**config.mk**
```make
export PLATFORM = sky130hd
export DESIGN_NAME = rr_stream_mux
export DESIGN_NICKNAME = d
export VERILOG_FILES = /design/src/rtl/rr_stream_mux_pkg.sv /design/src/rtl/rr_arbiter.sv /design/src/rtl/rr_stream_mux.sv
export SDC_FILE = /design/constraint.sdc
export NUM_CORES = 1
export LEC_CHECK = 0
export CORE_ASPECT_RATIO = 0.5
export CORE_UTILIZATION = 40
export CTS_CLUSTER_DIAMETER = 50
export CTS_CLUSTER_SIZE = 20
export DETAILED_ROUTE_END_ITERATION = 12
export HOLD_SLACK_MARGIN = 0.1
export PLACE_DENSITY = 0.77
export SLEW_MARGIN = 20
export SYNTH_ARGS = -nofsm -noshare
export SYNTH_HDL_FRONTEND = slang
export SYNTH_SLANG_ARGS = --single-unit
export TNS_END_PERCENT = 100
```
**constraint.sdc**
```tcl
create_clock -name clk -period 8.16 [get_ports clk]
set_input_delay 2.448 -clock clk [delete_from_list [all_inputs] [get_ports clk]]
set_output_delay 2.448 -clock clk [all_outputs]
set_load 0.1 [all_outputs]
```
**src/rtl/rr_stream_mux_pkg.sv**
```systemverilog
// Shared constants and types for the round-robin stream multiplexer.
package rr_stream_mux_pkg;

  localparam logic MODE_RR    = 1'b0;
  localparam logic MODE_FIXED = 1'b1;

  typedef enum logic {
    SLOT_EMPTY = 1'b0,
    SLOT_FULL  = 1'b1
  } slot_state_e;

endpackage

```
**src/rtl/rr_arbiter.sv**
```systemverilog
// Combinational cyclic-priority search: the first requester at or after ptr wins.
module rr_arbiter #(
  parameter int unsigned N    = 16,
  parameter int unsigned SELW = $clog2(N)
) (
  input  logic [N-1:0]    req,
  input  logic [SELW-1:0] ptr,
  output logic            gnt_valid,
  output logic [SELW-1:0] gnt_idx
);

  int unsigned idx;

  always_comb begin
    gnt_valid = 1'b0;
    gnt_idx   = '0;
    idx       = 0;
    for (int unsigned k = 0; k < N; k++) begin
      // Explicit wrap so non-power-of-2 channel counts stay in range.
      idx = 32'(ptr) + k;
      if (idx >= N) idx = idx - N;
      if (!gnt_valid && req[idx[SELW-1:0]]) begin
        gnt_valid = 1'b1;
        gnt_idx   = idx[SELW-1:0];
      end
    end
  end

endmodule

```
**src/rtl/rr_stream_mux.sv**
```systemverilog
// N-channel valid/ready stream mux with round-robin or fixed selection and a registered output slot.
module rr_stream_mux
  import rr_stream_mux_pkg::*;
#(
  parameter int unsigned N    = 16,
  parameter int unsigned W    = 8,
  parameter int unsigned SELW = $clog2(N)
) (
  input  logic            clk,
  input  logic            rst,
  input  logic [N*W-1:0]  in_data,
  input  logic [N-1:0]    in_valid,
  output logic [N-1:0]    in_ready,
  input  logic            mode,
  input  logic [SELW-1:0] sel,
  output logic [W-1:0]    out_data,
  output logic [SELW-1:0] out_sel,
  output logic            out_valid,
  input  logic            out_ready
);

  slot_state_e     state_q, state_d;
  logic [W-1:0]    out_data_q, out_data_d;
  logic [SELW-1:0] out_sel_q, out_sel_d;
  logic [SELW-1:0] ptr_q, ptr_d;

  logic            rr_gnt_valid, fix_gnt_valid, gnt_valid;
  logic [SELW-1:0] rr_gnt_idx, fix_gnt_idx, gnt_idx;
  logic [N-1:0]    fix_req;
  logic            load;

  rr_arbiter #(.N(N), .SELW(SELW)) u_rr_arb (
    .req       (in_valid),
    .ptr       (ptr_q),
    .gnt_valid (rr_gnt_valid),
    .gnt_idx   (rr_gnt_idx)
  );

  // Fixed mode masks the request vector down to sel; an out-of-range sel matches nothing.
  always_comb begin
    fix_req = '0;
    for (int unsigned i = 0; i < N; i++) begin
      fix_req[i] = in_valid[i] && (32'(sel) == i);
    end
  end

  rr_arbiter #(.N(N), .SELW(SELW)) u_fix_arb (
    .req       (fix_req),
    .ptr       ('0),
    .gnt_valid (fix_gnt_valid),
    .gnt_idx   (fix_gnt_idx)
  );

  always_comb begin
    load       = (state_q == SLOT_EMPTY) || out_ready;
    gnt_valid  = (mode == MODE_FIXED) ? fix_gnt_valid : rr_gnt_valid;
    gnt_idx    = (mode == MODE_FIXED) ? fix_gnt_idx   : rr_gnt_idx;

    in_ready   = '0;
    state_d    = state_q;
    out_data_d = out_data_q;
    out_sel_d  = out_sel_q;
    ptr_d      = ptr_q;

    if (load) begin
      if (gnt_valid) begin
        in_ready[gnt_idx] = !rst;
        state_d           = SLOT_FULL;
        out_data_d        = in_data[32'(gnt_idx)*W +: W];
        out_sel_d         = gnt_idx;
        ptr_d             = (32'(gnt_idx) == N - 1) ? '0 : gnt_idx + SELW'(1);
      end else begin
        state_d = SLOT_EMPTY;
      end
    end
  end

  always_ff @(posedge clk or posedge rst) begin
    if (rst) begin
      state_q    <= SLOT_EMPTY;
      out_data_q <= '0;
      out_sel_q  <= '0;
      ptr_q      <= '0;
    end else begin
      state_q    <= state_d;
      out_data_q <= out_data_d;
      out_sel_q  <= out_sel_d;
      ptr_q      <= ptr_d;
    end
  end

  assign out_valid = (state_q == SLOT_FULL);
  assign out_data  = out_data_q;
  assign out_sel   = out_sel_q;

endmodule

```
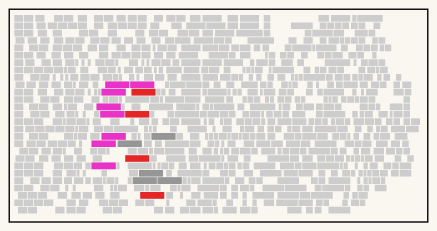
run_1/ff_map.png
Other sequential cells in the stronger gray, the rest of the logic in the fainter gray.
Magenta marks out_data, flops 8, where middle left. Red marks out_sel, flops 4.
Sequential Area: 425 µm²
post-layout util: 74.3%
Seq/total area: 5.15%

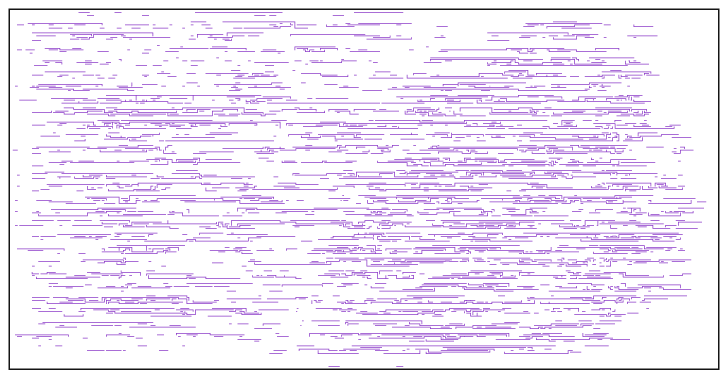
run_1/m1.png
The layer holds 40% of the routed length. The wires run mostly horizontal. 888 nets have wire on it.
Routed WL: 19500 µm
routed vias: 5838

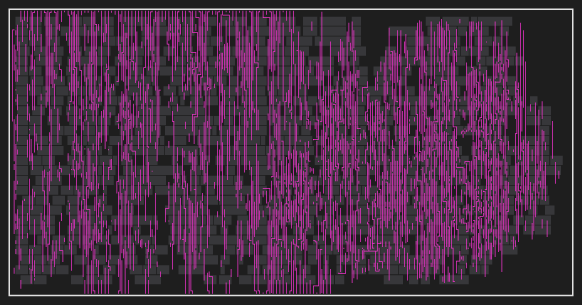
run_1/m2.png
The layer carries 9560 µm of wire. The wires run mostly vertical. 873 nets have wire on it. The layer holds 49% of the routed length. The longest straight run is 40.8 µm.
met2 usage: 54.8%

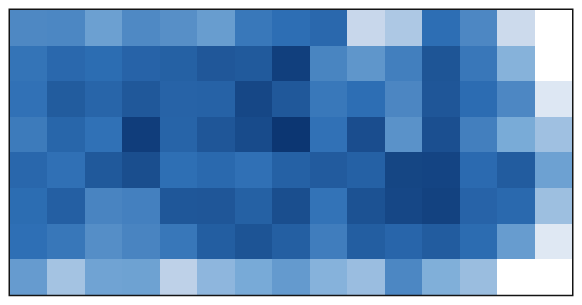
run_1/util_map.png
15 x 8 tiles, from white (low) to dark blue (high), 0 to 100% covered.
The fullest tile reaches 98%. 3.3% of the tiles are nearly empty. The mean over all tiles is 68%. 48% of the tiles are over 75% full.
Core Area: 11100 µm²
FP Util: 41.4%

==> results.sh, run 1 <==
# yosys + openroad results
export IMPL_status="finished with violations"
export IMPL_violations="setup timing"
export IMPL_hold_viol_final=0
export IMPL_synth_cells=547
export IMPL_hold_start="out_sel[0]"
export IMPL_holdBufCountCts=0
export IMPL_place_gp_congestion=1.06
export IMPL_wl_per_cell_um=20.0
export IMPL_grt_overflow_total=0
export IMPL_antenna_found_initial=0
export IMPL_nWellTaps=145
export IMPL_r2r_setup_slack_ps=2260
export IMPL_critPathTopFamily="multiplexers"
export IMPL_skew_ps=1.58
export IMPL_hold_path_class="reg2reg"
export IMPL_largestClassByArea="combinational gates"
export IMPL_r2r_end="out_data[1]"
export IMPL_crit_path_start_kind="input pin"
export IMPL_final_cell_mix="148 x clkdlybuf4s50_1, 126 x buf_4, 99 x mux2i_1, 50 x nand2_1, 23 x nor2_1"
export IMPL_final_nets=990
export IMPL_diodes=0
export IMPL_cts_resized=88
export IMPL_fmax_mhz=122
export IMPL_grt_pass1_vias=5619
export IMPL_critPathMaxStageDelay_ps=520
export IMPL_ys_ff=17
export IMPL_cp_endpoint="in_ready[13]"
export IMPL_holdPathStages=1
export IMPL_comb_cells=478
export IMPL_critPathRequiredTime_ps=5710
export IMPL_inverters=15
export IMPL_area_leaders="mux2i_1 23%, dfrtp_1 9.2%, mux4_2 8.8%, mux2_2 6.4%, nand2_1 4.8%"
export IMPL_yosys_warnings=0
export IMPL_root_buffer="clkbuf_16"
export IMPL_grt_pass1_wl_um=29100
export IMPL_cp_cell_sequence="buf_8 -> mux4_2 -> mux2_4 -> buf_6 -> mux2_4 -> or2_4 -> a2bb2oi_4 -> o41ai_4 -> buf_4 -> a211oi_4 -> nor2_4 -> ha_4 -> nand2_8 -> nor3_4 -> buf_12"
export IMPL_die_h_um=77.9
export IMPL_die_area_um2=12000
export IMPL_finalSetupViolCount=1
export IMPL_syn_to_final_growth_pct=79.4
export IMPL_grtUsageTotal_pct=30.8
export IMPL_min_period_ps=8180
export IMPL_crit_buf_inv=4
export IMPL_reg2reg_depth=18
export IMPL_critical_path_class="in2out"
export IMPL_finalSetupTns_ps=-19.2
export IMPL_syn_avg_cell_area_um2=8.42
export IMPL_comb_share_pct=54.9
export IMPL_synth_area_mux_share_pct=41.9
export IMPL_port_buffers=180
export IMPL_combGateArea_um2=4530
export IMPL_clk_share_pct=0.969
export IMPL_async_reset_ff_share_pct=100
export IMPL_clk_latency_ps=250
export IMPL_dp_hpwl_um=15400
export IMPL_fin_ws_ps=-19.2
export IMPL_maxCapViolCount=0
export IMPL_slew_headroom_pct=32.0
export IMPL_yosys_area_um2=4610
export IMPL_m1WireLength_um=7810
export IMPL_routed_top_layer="met4"
export IMPL_adder_share_pct=2.99
export IMPL_r2r_start="ptr_q[0]"
export IMPL_seq_cells=17
export IMPL_largest_area_cell="mux2i_1"
export IMPL_syn_nets=710
export IMPL_n_all_buffers=312
export IMPL_drive_gt1_share_pct=35.6
export IMPL_postSynthSeqShare_pct=9.24
export IMPL_min_to="out_sel[0]"
export IMPL_cts_max_level=1
export IMPL_logic_family="multiplexers"
export IMPL_wl_met3_um=1470
export IMPL_tool_warnings=36
export IMPL_vias_per_cell=6.01
export IMPL_drc=0
export IMPL_clkbuf_count=3
export IMPL_io_pins=181
export IMPL_grt_setup_unrepaired="true"
export IMPL_end_kind="output pin"
export IMPL_ff_type="dfrtp_1"
export IMPL_post_cts_setup_buffer_count=20
export IMPL_grt_max_degree=56
export IMPL_die_w_um=154
export IMPL_use_met1_pct=37.1
export IMPL_antenna_left=0
## run 1: stage by stage
step | utilization, % | setup slack [ps] | std cells | instance area (µm²) | hold slack, ps
after floorplan | - | -197 | 547 | 4980 | 931
after detailed placement | 69.4 | -506 | 937 | 7710 | 485
final | 74.3 | -19.2 | 971 | 8260 | 488
after global routing | 74.3 | -105 | 971 | 8260 | 498
after global placement | 69.4 | -498 | 937 | 7710 | 471
after CTS | 71.4 | 4.64 | 959 | 7940 | 495
## run 1: worst reg2reg max path: cells and delay by family, from the launching register on
kind	cells	cell delay, ps
buffers and inverters	6	1740
AND-OR/OR-AND	4	780
adder cells (fa/ha/maj)	1	710
AND/OR/NAND/NOR	3	500
multiplexers	4	1650
flip-flops	1	370
## run 1: synth_stat cells (4+ instances only)
| cell type | n |
|---|---|
| a32oi_1 | 18 |
| o21ai_1 | 7 |
| or3_1 | 7 |
| inv_1 | 13 |
| xnor2_1 | 9 |
| buf_4 | 7 |
| clkbuf_1 | 17 |
| mux2_1 | 7 |
| mux2_2 | 26 |
| nor3_1 | 15 |
| mux4_2 | 18 |
| mux2i_1 | 104 |
| a22oi_1 | 6 |
| ha_1 | 11 |
| buf_2 | 8 |
| a31o_2 | 4 |
| o21ai_0 | 14 |
| a31oi_1 | 14 |
| o22ai_1 | 5 |
| nand2_1 | 59 |
| dfrtp_1 | 17 |
| a21oi_1 | 23 |
| o21a_1 | 6 |
| nand2b_1 | 5 |
| xor2_1 | 5 |
| nand3_1 | 10 |
| nor2_1 | 33 |
| and2_1 | 4 |
## run 1: flip-flops by register name (all words and copies together) (netlist names)
| signal | flops |
|---|---|
| out_valid | 1 |
| out_data | 8 |
| out_sel | 4 |
| ptr_q | 4 |
--- run 2 (diff from run 1) ---
--- a/config.mk
+++ b/config.mk
@@ -11,7 +11,7 @@
 export CTS_CLUSTER_SIZE = 20
 export DETAILED_ROUTE_END_ITERATION = 12
 export HOLD_SLACK_MARGIN = 0.1
-export PLACE_DENSITY = 0.77
+export PLACE_DENSITY = 0.74
 export SLEW_MARGIN = 20
 export SYNTH_ARGS = -nofsm -noshare
 export SYNTH_HDL_FRONTEND = slang
==> constraint.sdc (replaced) <==
create_clock -name clk -period 7.7 [get_ports clk]
set_input_delay 2.31 -clock clk [delete_from_list [all_inputs] [get_ports clk]]
set_output_delay 2.31 -clock clk [all_outputs]
set_load 0.1 [all_outputs]
==> run 2 against run 1 <==
The flow still finishes with violations (setup timing). Count of clock-buffer cells in the layout stayed put. Final area is 0.59% lower. Sequential share of layout area hardly changed. Synthesized cell count stayed put. Wire length is 1.3% lower. Worst hold slack worse by 4.9 ps. Global-route usage is 0.22 points higher. Register-to-register slack better by 270 ps. Utilization is 0.44 points lower. Via count is 2.8% lower. Critical path type unchanged.
==> results.sh, run 2 <==
# yosys + openroad results
export IMPL_slew_headroom_pct=28.8
export IMPL_place_gp_congestion=1.02
export IMPL_largest_reg_flops=8
export IMPL_end_kind="output pin"
export IMPL_grt_max_degree=69
export IMPL_r2r_start="ptr_q[0]"
export IMPL_crit_path_start_kind="input pin"
export IMPL_die_w_um=154
export IMPL_first_pass_iters=7
export IMPL_final_nets=980
export IMPL_maxCapViolCount=0
export IMPL_ys_top_cells_by_count="104 x mux2i_1, 59 x nand2_1, 33 x nor2_1"
export IMPL_holdPathStages=1
export IMPL_syn_to_final_growth_pct=78.3
export IMPL_grt_pass1_wl_um=29400
export IMPL_largest_area_cell="mux2i_1"
export IMPL_ys_cells=547
export IMPL_cts_max_level=1
export IMPL_final_cell_mix="148 x clkdlybuf4s50_1, 113 x buf_4, 98 x mux2i_1, 52 x nand2_1, 23 x nor2_1"
export IMPL_grt_overflow_total=0
export IMPL_min_period_ps=7790
export IMPL_report_final_slew_viol_count=0
export IMPL_r2r_end="out_data[4]"
export IMPL_finalCritPeriodShare_pct=101
export IMPL_die_area_um2=12000
export IMPL_fmax_mhz=128
export IMPL_status="finished with violations"
export IMPL_tool_warnings=37
export IMPL_core_area_um2=11100
export IMPL_wl_per_cell_um=20.0
export IMPL_area_leaders="mux2i_1 23%, dfrtp_1 9.2%, mux4_2 8.8%, mux2_2 6.4%, nand2_1 4.8%"
export IMPL_skew_ps=1.92
export IMPL_hold_viol_final=0
export IMPL_synth_most_common_cell="mux2i_1"
export IMPL_dp_hpwl_um=15100
export IMPL_ys_ff=17
export IMPL_async_reset_ff_share_pct=100
export IMPL_diodes=0
export IMPL_yosys_area_top_type_share_pct=22.6
export IMPL_fp_util_pct=41.4
export IMPL_drive_gt1_share_pct=35.4
export IMPL_design_area_um2=8210
export IMPL_grtUsageTotal_pct=31.0
export IMPL_critPathRequiredTime_ps=5390
export IMPL_vias_per_cell=5.91
export IMPL_r2r_setup_slack_ps=2530
export IMPL_syn_nets=710
export IMPL_root_buffer="clkbuf_16"
export IMPL_fin_ws_ps=-93.9
export IMPL_finalSetupViolCount=12
export IMPL_reg2reg_depth=16
export IMPL_grt_setup_unrepaired="true"
export IMPL_grt_pass1_vias=5628
export IMPL_min_to="out_sel[3]"
export IMPL_dp_slack_ps=-624
export IMPL_clk_latency_ps=250
export IMPL_edf_count=0
export IMPL_critical_path_class="in2out"
export IMPL_antenna_left=0
export IMPL_drc=0
export IMPL_placed_area_um2=7680
export IMPL_yosys_warnings=0
export IMPL_violations="setup timing"
export IMPL_yosys_area_um2=4610
export IMPL_die_h_um=77.9
export IMPL_io_pins=181
export IMPL_synth_cells=547
export IMPL_ff_type="dfrtp_1"
export IMPL_cp_endpoint="in_ready[9]"
export IMPL_port_buffers=180
export IMPL_hold_start="out_sel[3]"
export IMPL_postSynthSeqShare_pct=9.24
export IMPL_syn_avg_cell_area_um2=8.42
export IMPL_hold_path_class="reg2reg"
export IMPL_antenna_found_initial=0
run 2: timing repair:
item	in CTS	in global routing
hold buffers	0	0
setup endpoints to repair	16	16
resized	109	40
pin swaps	12	22
buffers inserted	12	11
run 2: metal layers:
| metal | part of all wire, % | global-route usage, % |
|---|---|---|
| met1 | 39 | 38.8 |
| met2 | 50 | 56.5 |
| met3 | 7.7 | 3.74 |
| met4 | 3.1 | 8.10 |
| met5 | 0 | 0 |
run 2: cells by family after synthesis:
group	Yosys count	share of synthesized area, %
flops	17	9.24
mux	161	41.9
fa+ha+maj	11	2.99
xor+xnor	14	2.66
buf+inv	52	5.57
simple gates	155	16.5
compound gates	137	21.1
run 2: critical path: stages:
cell,delay (ps)
buf_6,100
mux2_2,290
mux4_2,520
mux2i_4,240
buf_6,150
o21ai_2,50
a22o_1,170
a222oi_1,540
a211oi_2,170
nor2_4,250
ha_4,200
nand2_8,70
buf_4,150
nor2_4,100
buf_12,180
run 2: final cells by class:
cell class	instances	area, µm²	share of cell area (%)
clock buffers	3	75.1	0.914
clock inverters	1	7.51	0.0914
inverters	15	58.8	0.716
multi-input cells	478	4510	54.9
flip-flops and latches	17	425	5.18
well taps	145	181	2.21
repair buffers	302	2960	36.0
run 2: through the flow:
stage / hold slack (ps) / utilization [%] / std cells / setup TNS (ps)
after global routing: 508 / 73.9 / 961 / -1470
after detailed placement: 474 / 69.1 / 934 / -9370
after CTS: 487 / 71.3 / 950 / -126
after floorplan: 931 / - / 547 / -3160
final: 483 / 73.9 / 961 / -420
after global placement: 469 / 69.1 / 934 / -8200
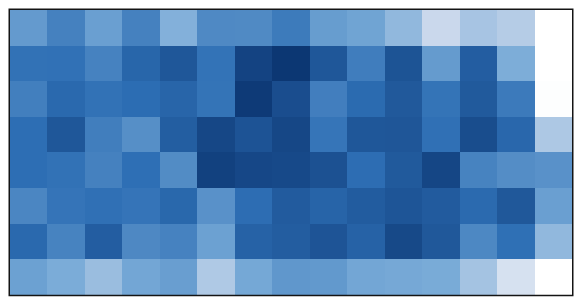
run_2/util_map.png
15 x 8 tiles, from white (low) to dark blue (high), 0 to 100% covered.
3.3% of the tiles are nearly empty. The densest ninth of the die: center. The mean over all tiles is 67%.
post-layout util: 73.9%

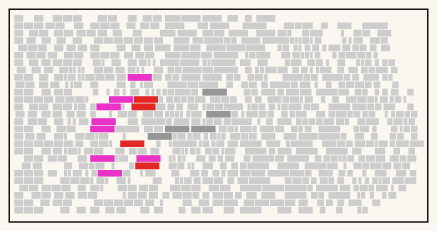
run_2/ff_map.png
Other sequential cells in the stronger gray, the rest of the logic in the fainter gray.
Magenta marks out_data, flops 8, where middle left. Red marks out_sel, flops 4.
Seq/total area: 5.18%

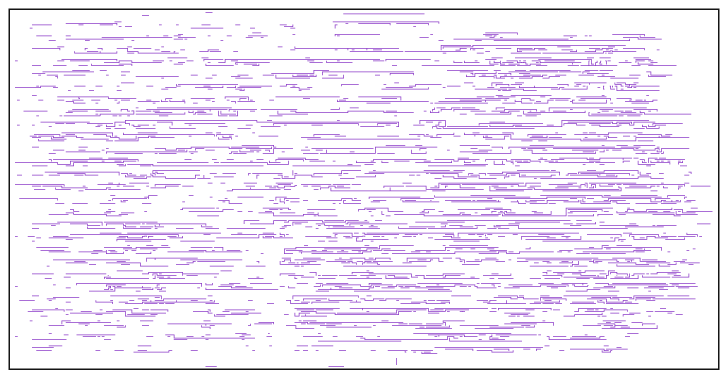
run_2/m1.png
870 nets have wire on it. The layer carries 7460 µm of wire. The layer holds 39% of the routed length. The longest straight run is 33.6 µm.
routed vias: 5676
Routed WL: 19200 µm
met1 GRT Util: 38.8%

--- run 3 (diff from run 2) ---
--- a/config.mk
+++ b/config.mk
@@ -6,12 +6,14 @@
 export NUM_CORES = 1
 export LEC_CHECK = 0
 export CORE_ASPECT_RATIO = 0.5
-export CORE_UTILIZATION = 40
+export CORE_MARGIN = 8
+export CORE_UTILIZATION = 46
 export CTS_CLUSTER_DIAMETER = 50
 export CTS_CLUSTER_SIZE = 20
 export DETAILED_ROUTE_END_ITERATION = 12
 export HOLD_SLACK_MARGIN = 0.1
-export PLACE_DENSITY = 0.74
+export PLACE_DENSITY = 0.84
+export SKIP_CTS_REPAIR_TIMING = 1
 export SLEW_MARGIN = 20
 export SYNTH_ARGS = -nofsm -noshare
 export SYNTH_HDL_FRONTEND = slang
==> run 3 against run 2 <==
Highest routed layer unchanged. The run still ends with setup timing left. Fmax is 3.0% lower. Sequential share of layout area grew 0.070 points. Largest cell class unchanged. Wire length grew 18%. Synthesized cell count is the same. Critical endpoint is now in_ready[15]. Non-clock buffer count is 2 lower. Worst hold slack better by 6.0 ps. Critical path type unchanged.
==> results.sh, run 3 <==
# yosys + openroad results
export IMPL_end_kind="output pin"
export IMPL_grt_max_degree=69
export IMPL_async_reset_ff_share_pct=100
export IMPL_clk_latency_ps=250
export IMPL_status="finished with violations"
export IMPL_finalSetupTns_ps=-3980
export IMPL_critPathTopFamily="multiplexers"
export IMPL_r2r_end="out_data[4]"
export IMPL_cts_max_level=1
export IMPL_dp_hpwl_um=17100
export IMPL_ys_types=71
export IMPL_die_w_um=158
export IMPL_cpMaxStageDelayCell="mux4_2"
export IMPL_synth_cells=547
export IMPL_synth_area_mux_share_pct=41.9
export IMPL_critPathRequiredTime_ps=5390
export IMPL_finalCritPeriodShare_pct=104
export IMPL_root_buffer="clkbuf_16"
export IMPL_cts_tree="done"
export IMPL_cts_clk_slew_worst_paths_ps=50
export IMPL_crit_top_cell="buf_4"
export IMPL_num_rows=25
export IMPL_crit_fanout=6
export IMPL_gr_usage_met3_pct=4.07
export IMPL_grt_overflow_total=0
export IMPL_crit_buf_inv=5
export IMPL_synth_most_common_cell="mux2i_1"
export IMPL_min_period_ps=8040
export IMPL_numCtsBuffers=3
export IMPL_worstMarginPinSlew_ps=1080
export IMPL_combGateArea_um2=4500
export IMPL_ff_latch_area_um2=425
export IMPL_port_buffers=180
export IMPL_hold_start="out_sel[0]"
export IMPL_core_area_um2=9600
export IMPL_wl_per_cell_um=23.9
export IMPL_r2r_start="ptr_q[0]"
export IMPL_ff_type="dfrtp_1"
export IMPL_design_area_um2=8100
export IMPL_r2r_setup_slack_ps=2180
export IMPL_fin_ws_ps=-336
export IMPL_hold_path_class="reg2reg"
export IMPL_dp_slack_ps=-712
export IMPL_fmax_mhz=124
export IMPL_yosys_area_top_type_share_pct=22.6
export IMPL_reg2reg_depth=16
export IMPL_syn_to_final_growth_pct=75.9
export IMPL_largest_area_cell="mux2i_1"
export IMPL_slew_headroom_pct=28.0
export IMPL_placed_area_um2=7680
export IMPL_tool_warnings=36
export IMPL_antenna_left=0
export IMPL_holdWs_ps=489
export IMPL_critical_path_class="in2out"
export IMPL_adder_share_pct=2.99
export IMPL_die_h_um=86.8
export IMPL_drc=0
export IMPL_grtUsageTotal_pct=29.3
export IMPL_fp_util_pct=48.0
export IMPL_ys_ff=17
export IMPL_first_pass_iters=5
export IMPL_holdPathStages=1
export IMPL_yosys_warnings=0
export IMPL_diodes=0
export IMPL_violations="setup timing"
export IMPL_io_pins=181
export IMPL_maxCapViolCount=0
export IMPL_fill_cells=538
export IMPL_syn_area_um2=4610
export IMPL_yosys_area_um2=4610
export IMPL_ys_sh_simple_pct=16.5
export IMPL_crit_path_start_kind="input pin"
export IMPL_min_to="out_sel[0]"
export IMPL_largest_reg_flops=8
export IMPL_logic_family="multiplexers"
export IMPL_xor_share_pct=2.66
export IMPL_grt_busiest_layer="met2"
export IMPL_cp_arrival_ps=5730
export IMPL_cts_buffer_depth=2
export IMPL_finalSetupViolCount=16
export IMPL_die_area_um2=13700
export IMPL_edf_count=0
export IMPL_mostFrequentLayoutCell="clkdlybuf4s50_1"
export IMPL_report_final_slew_viol_count=0
export IMPL_vias_per_cell=6.46
export IMPL_finalNonFillerCells=949
export IMPL_dpl_cell_count=923
export IMPL_antenna_found_initial=0
export IMPL_critPathMaxStageDelay_ps=520
export IMPL_final_cell_mix="148 x clkdlybuf4s50_1, 116 x buf_4, 99 x mux2i_1, 51 x nand2_1, 24 x nor2_1"
export IMPL_hold_viol_final=0
export IMPL_final_nets=978
export IMPL_drive_gt1_share_pct=34.4
export IMPL_syn_nets=710
export IMPL_grt_setup_unrepaired="true"
export IMPL_skew_ps=1.19
export IMPL_ys_cells=547
export IMPL_grt_pass1_vias=5942
export IMPL_area_leaders="mux2i_1 23%, dfrtp_1 9.2%, mux4_2 8.8%, mux2_2 6.4%, nand2_1 4.8%"
export IMPL_drtIter0Drc=543
export IMPL_cts_sinks=17
export IMPL_ys_top_cells_by_count="104 x mux2i_1, 59 x nand2_1, 33 x nor2_1"
export IMPL_postSynthSeqShare_pct=9.24
export IMPL_place_gp_congestion=1.03
export IMPL_grt_pass1_wl_um=31600
export IMPL_syn_avg_cell_area_um2=8.42
export IMPL_compound_area_share_pct=21.1
export IMPL_cp_cell_sequence="buf_4 -> mux4_2 -> mux2_4 -> mux2_4 -> nand2b_4 -> buf_4 -> nor4_4 -> buf_4 -> a31o_4 -> o2bb2ai_4 -> nor2_4 -> inv_4 -> ha_4 -> nand2_8 -> nor3_4 -> buf_12"
==> run 3: netlist changes by cell type in the layout (fill, tap and decap cells not counted), moves of 2 or more <==
cell and delta:
buf_6 -11, clkbuf_2 +7, buf_4 +3, mux2_2 +3, mux2_4 -3, mux2i_2 -2
nor3_1 +2, nor3_2 -2
==> run 3: worst max path at each step <==
| stage | from | to | slack (ps) | cells after the start |
|---|---|---|---|---|
| global placement | in_valid[6] | in_ready[14] | -630 | 13 |
| CTS | in_valid[10] | in_ready[14] | -730 | 13 |
| finish | in_valid[8] | in_ready[15] | -340 | 16 |
| global route | in_valid[4] | in_ready[15] | -380 | 16 |
| detailed placement | in_valid[2] | in_ready[14] | -710 | 13 |
| floorplan | in_valid[2] | in_ready[12] | -380 | 12 |
==> run 3: cell families after synthesis <==
kind of cell	after synthesis
muxes	161
adders and majority gates	11
AOI/OAI and AO/OA	137
and+or+nand+nor	155
xor gates and xnor gates	14
buffers and inverters	52
DFF	17
==> run 3: metal layers <==
metal	vias to the layer above	part of all wire [%]	routed length [µm]
li1	2671	-	-
met1	2868	36	8170
met2	461	49	11000
met3	131	9.2	2080
met4	0	6.3	1440
met5	-	0	0
==> run 3: area by class of cell <==
| cell class | instances | share of cell area (%) |
|---|---|---|
| Timing Repair Buffer | 300 | 35.5 |
| Clock buffer | 4 | 0.973 |
| Inverter | 15 | 0.726 |
| Multi-Input combinational cell | 478 | 55.5 |
| Tap cell | 135 | 2.08 |
| Sequential cell | 17 | 5.25 |
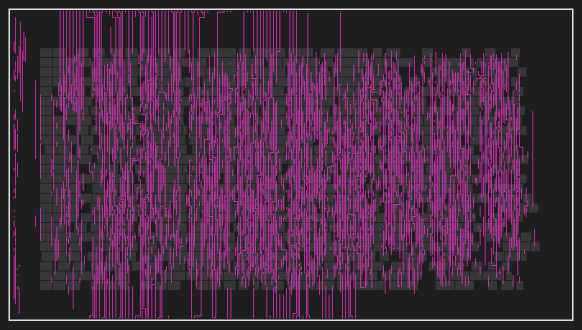
run_3/m2.png
873 nets have wire on it. The longest straight run is 51.7 µm. The wires run mostly vertical. The layer carries 11000 µm of wire. The layer holds 49% of the routed length.
Routed WL: 22700 µm
routed vias: 6131
met2 usage: 52.4%

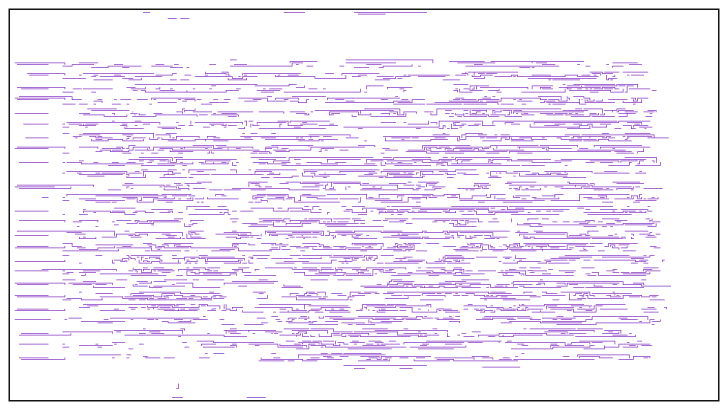
run_3/m1.png
The layer holds 36% of the routed length. The longest straight run is 27.6 µm.
met1 GRT Util: 34.8%

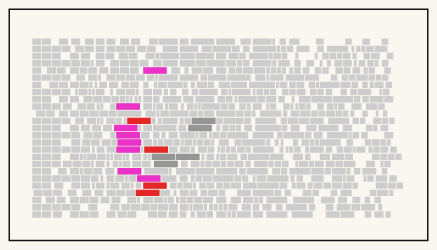
run_3/ff_map.png
Other sequential cells in the stronger gray, the rest of the logic in the fainter gray.
Magenta marks out_data, flops 8. Red marks out_sel, flops 4.
Another 5 sequential cells are not colored.
Seq/total area: 5.25%
post-layout util: 84.4%

